Figure 1. Power grid.
Pins as bars on the die edge.
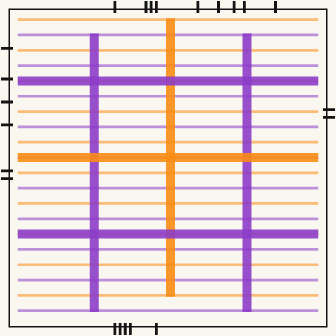
Figure 2. Placement by cell class.
Scale bar: 20 um.
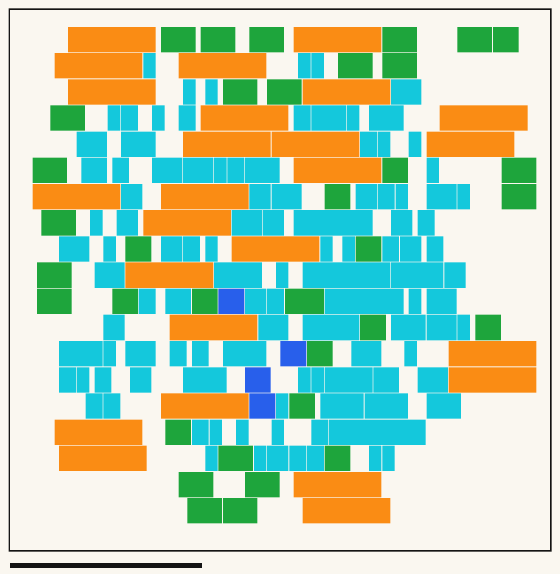
File: src/rtl/seq_divider_pkg.sv
// Shared types and constants for the sequential restoring divider.
package seq_divider_pkg;

  localparam int DEF_N = 4;

  typedef enum logic [1:0] {
    IDLE,
    RUN,
    DONE
  } state_t;

  // Iteration counter width; a one-bit counter still works when N is 1.
  function automatic int cnt_width(input int n);
    return (n > 1) ? $clog2(n) : 1;
  endfunction

  localparam int DEF_CNT_W = cnt_width(DEF_N);

endpackage

File: src/rtl/seq_divider_if.sv
// Controller-facing start/busy/done handshake and operand/result bus of seq_divider.
interface seq_divider_if #(
  parameter int N = seq_divider_pkg::DEF_N
);

  logic         start;
  logic [N-1:0] dividend;
  logic [N-1:0] divisor;
  logic         busy;
  logic         done;
  logic [N-1:0] quotient;
  logic [N-1:0] remainder;
  logic         div_zero;

  modport master (
    output start, dividend, divisor,
    input  busy, done, quotient, remainder, div_zero
  );

  modport slave (
    input  start, dividend, divisor,
    output busy, done, quotient, remainder, div_zero
  );

endinterface

File: src/rtl/seq_divider_div_step.sv
// One restoring-division iteration: shift {R,Q} left by one, then try R - D.
module div_step #(
  parameter int N = seq_divider_pkg::DEF_N
) (
  input  logic [N:0]   r,
  input  logic [N-1:0] q,
  input  logic [N-1:0] d,
  output logic [N:0]   r_next,
  output logic [N-1:0] q_next
);

  localparam logic [N:0] ONE_W = (N+1)'(1);

  logic [N+1:0] shifted;
  logic [N:0]   r_sh;
  logic [N:0]   trial;

  always_comb begin
    // NOTE: every output gets a default before the conditional update, so no latch is inferred.
    shifted = {r, q[N-1]};
    r_sh    = shifted[N:0];
    q_next  = q << 1;
    trial   = r_sh + ~{1'b0, d} + ONE_W;
    r_next  = r_sh;
    if (!trial[N]) begin
      r_next    = trial;
      q_next[0] = 1'b1;
    end
  end

endmodule

File: src/rtl/seq_divider.sv
// Multi-cycle restoring divider with start/busy/done handshake.
// Define SEQ_DIVIDER_SIGNED_EN for two's-complement operands; default build is unsigned.
module seq_divider
  import seq_divider_pkg::*;
#(
  parameter int N = DEF_N
) (
  input logic          clk,
  input logic          rst_n,
  seq_divider_if.slave bus
);

  localparam int CW = cnt_width(N);
  localparam logic [CW-1:0] CNT_INIT = CW'(N - 1);
  localparam logic [CW-1:0] CNT_ONE  = CW'(1);

  state_t         state, state_n;
  logic [N:0]     r, r_next;
  logic [N-1:0]   q, q_next, d;
  logic [CW-1:0]  cnt;
  logic           accept, zero_div, last;
  logic [N-1:0]   dvd_mag, dvs_mag, q_res, r_res;
  logic [N-1:0]   quotient_q, remainder_q;
  logic           div_zero_q;

  assign accept   = bus.start && (state != RUN);
  assign zero_div = (bus.divisor == '0);
  assign last     = (state == RUN) && (cnt == '0);

  div_step #(.N(N)) u_step (
    .r      (r),
    .q      (q),
    .d      (d),
    .r_next (r_next),
    .q_next (q_next)
  );

`ifdef SEQ_DIVIDER_SIGNED_EN
  localparam logic [N-1:0] ONE_N = N'(1);

  logic neg_q, neg_r;

  // Magnitudes go in, signs are restored on the final iteration's results.
  always_comb begin
    dvd_mag = bus.dividend[N-1] ? (~bus.dividend + ONE_N) : bus.dividend;
    dvs_mag = bus.divisor[N-1]  ? (~bus.divisor  + ONE_N) : bus.divisor;
    q_res   = neg_q ? (~q_next + ONE_N) : q_next;
    r_res   = neg_r ? (~r_next[N-1:0] + ONE_N) : r_next[N-1:0];
  end

  always_ff @(posedge clk or negedge rst_n) begin
    if (!rst_n) begin
      neg_q <= 1'b0;
      neg_r <= 1'b0;
    end else if (accept) begin
      neg_q <= bus.dividend[N-1] ^ bus.divisor[N-1];
      neg_r <= bus.dividend[N-1];
    end
  end
`else
  always_comb begin
    dvd_mag = bus.dividend;
    dvs_mag = bus.divisor;
    q_res   = q_next;
    r_res   = r_next[N-1:0];
  end
`endif

  always_ff @(posedge clk or negedge rst_n) begin
    // NOTE: sequential state is always updated with non-blocking assignments.
    if (!rst_n) state <= IDLE;
    else        state <= state_n;
  end

  always_comb begin
    state_n = state;
    unique case (state)
      IDLE, DONE: begin
        if (bus.start)           state_n = zero_div ? DONE : RUN;
        else if (state == DONE)  state_n = IDLE;
      end
      RUN:     if (cnt == '0) state_n = DONE;
      default: state_n = IDLE;
    endcase
  end

  always_ff @(posedge clk or negedge rst_n) begin
    // NOTE: working registers are reset as well as the outputs, so an aborted operation leaves nothing behind.
    if (!rst_n) begin
      r           <= '0;
      q           <= '0;
      d           <= '0;
      cnt         <= '0;
      quotient_q  <= '0;
      remainder_q <= '0;
      div_zero_q  <= 1'b0;
    end else if (accept) begin
      r   <= '0;
      q   <= dvd_mag;
      d   <= dvs_mag;
      cnt <= CNT_INIT;
      if (zero_div) begin
        quotient_q  <= '1;
        remainder_q <= bus.dividend;
        div_zero_q  <= 1'b1;
      end
    end else if (state == RUN) begin
      r   <= r_next;
      q   <= q_next;
      cnt <= cnt - CNT_ONE;
      if (last) begin
        quotient_q  <= q_res;
        remainder_q <= r_res;
        div_zero_q  <= 1'b0;
      end
    end
  end

  assign bus.busy      = (state == RUN);
  assign bus.done      = (state == DONE);
  assign bus.quotient  = quotient_q;
  assign bus.remainder = remainder_q;
  assign bus.div_zero  = div_zero_q;

endmodule

File: src/flat_wrapper.sv
// flat-port wrapper written by rule: the top's interface ports become plain ports
module seq_divider_flat import seq_divider_pkg::*;
#(
  parameter int N = DEF_N
)
  (clk, rst_n, bus_start, bus_dividend, bus_divisor, bus_busy, bus_done, bus_quotient, bus_remainder, bus_div_zero);
  seq_divider_if #(.N(N)) bus_i ();
  input logic clk;
  input logic rst_n;
  input wire logic [$bits(bus_i.start)-1:0] bus_start;
  input wire logic [$bits(bus_i.dividend)-1:0] bus_dividend;
  input wire logic [$bits(bus_i.divisor)-1:0] bus_divisor;
  output wire logic [$bits(bus_i.busy)-1:0] bus_busy;
  output wire logic [$bits(bus_i.done)-1:0] bus_done;
  output wire logic [$bits(bus_i.quotient)-1:0] bus_quotient;
  output wire logic [$bits(bus_i.remainder)-1:0] bus_remainder;
  output wire logic [$bits(bus_i.div_zero)-1:0] bus_div_zero;
  assign bus_i.start = bus_start;
  assign bus_i.dividend = bus_dividend;
  assign bus_i.divisor = bus_divisor;
  assign bus_busy = bus_i.busy;
  assign bus_done = bus_i.done;
  assign bus_quotient = bus_i.quotient;
  assign bus_remainder = bus_i.remainder;
  assign bus_div_zero = bus_i.div_zero;
  seq_divider #(.N(N)) u_core (.clk(clk), .rst_n(rst_n), .bus(bus_i));
endmodule
File: config.mk
export PLATFORM = sky130hd
export DESIGN_NAME = seq_divider_flat
export DESIGN_NICKNAME = d
export VERILOG_FILES = /design/src/rtl/seq_divider_pkg.sv /design/src/rtl/seq_divider_if.sv /design/src/rtl/seq_divider_div_step.sv /design/src/rtl/seq_divider.sv /design/src/flat_wrapper.sv
export SDC_FILE = /design/constraint.sdc
export NUM_CORES = 1
export LEC_CHECK = 0
export ABC_CLOCK_PERIOD_IN_PS = 2100
export CAP_MARGIN = 5
export CORE_UTILIZATION = 47
export CTS_CLUSTER_DIAMETER = 200
export DETAILED_ROUTE_END_ITERATION = 10
export HOLD_SLACK_MARGIN = 0.12
export MAX_ROUTING_LAYER = met4
export PLACE_DENSITY = 0.74
export SYNTH_ARGS = -nofsm -noshare
export SYNTH_HDL_FRONTEND = slang
export SYNTH_SLANG_ARGS = --single-unit
File: constraint.sdc
create_clock -name clk -period 2.1 [get_ports clk]
set_clock_uncertainty 0.1 [all_clocks]
set_input_delay 0.21 -clock clk [delete_from_list [all_inputs] [get_ports clk]]
set_output_delay 0.21 -clock clk [all_outputs]
set_load 0.02 [all_outputs]
==> run summary <==
On the backend side, the flow ran end to end.

The number of distinct library cells after synthesis stands at 39. The worst-case max-slew headroom was logged as between 70% and 80%. The total I/O pin count stands at 22. The power per cell area stands at ~1900 mW/mm2. Summing the areas of all xor and xnor instances in the mapped netlist gives 3.27% of the synthesized area. The final report lists the setup-violating endpoint count as 7. The run finished, with violations left.

The biggest fanout along the worst timing path stands at 4. The number of antenna violations at the first check in global routing came to 0. In this run the number of cells on the critical path is 7.

In the synthesized netlist, the dominant kind of combinational cell is simple AND/OR/NAND/NOR gates. Clock tree synthesis selected as its root buffer the cell sky130_fd_sc_hd__clkbuf_4. The required time of the worst setup path stands at 2.22 ns.

The worst setup path is launched from a flop. The repair_antennas step left the layout with diodes totalling 0. In the post-route analysis, the smallest setup slack over all paths is -0.0674 ns.

Setup repair after global routing could not meet its margin everywhere. The part of the Yosys area used for sequential elements stands at between 40 and 50%. The post-detailed-routing wire length stands at 3100 um.

For this run, the chip area from Yosys synthesis comes to ~0.0014 mm2. The final reports fail on setup timing. STA classifies the critical path endpoint as a flop.

The Yosys step of the flow raised 0 warnings. The remaining antenna violation count after routing stands at 0. Summed over all layers, the global routing overflow is 0. The most used flip-flop cell after synthesis is sky130_fd_sc_hd__dfrtp_1.
Back to the opening pictures, Figure 1:
Key: orange = VDD; purple = VSS
22 signal pins sit on the boundary. 3 straps on met4. The core has 19 rows. 20 met1 rails follow the rows. 3 straps on met5.
vertical die dimension: 56.1 um
Max rail drop VDD: 0.00117 V
horizontal die size: 56.1 um

Back to the opening pictures, Figure 2:
Key: blue = clock drivers and dummy loads [cells 4]; green = remaining buffers and delay cells [cells 35]; cyan = combinational and other logic [cells 108]; orange = sequential cells [cells 25]
number of rows in the core area: 19
sequential portion of the cell area: 35.3%
end-of-flow core utilization: 64.3%
placeable core region: 0.00276 mm2
final design instance area without fill: 0.00177 mm2

## stage by stage
step,instances,TNS [ns]
finish,203,-0.257
global route,203,-1.09
CTS,201,-0.142
detailed placement,197,-0.225
global placement,197,0
floorplan,140,-0.0387
## cell type report
type                    count  area [um2]
well taps                  31        38.8
clock inverters             1        7.51
flip-flops and latches     25         626
clock buffers               3        22.5
repair buffers             35         319
fillers                   229         983
inverters                   9        38.8
multi-input cells          99         722
## power by group
part	switching (mW)	internal, mW	total (mW)
logic	1.13	1.08	2.20
clock network	0.152	0.0727	0.224
registers	0.180	0.714	0.894
## metal layers
layer  routed length [um]  global-route usage [%]  share of wire [%]  vias up
met2                 1530                    36.6                 49       24
met5                    0                       -                  0        -
li1                     -                       -                  -      551
met1                 1410                    26.5                 45      564
met3                  126                    3.95                4.1        2
met4                   30                    6.27               0.97        0
Power figures rest on the tool's default switching activity, not on a simulated workload.
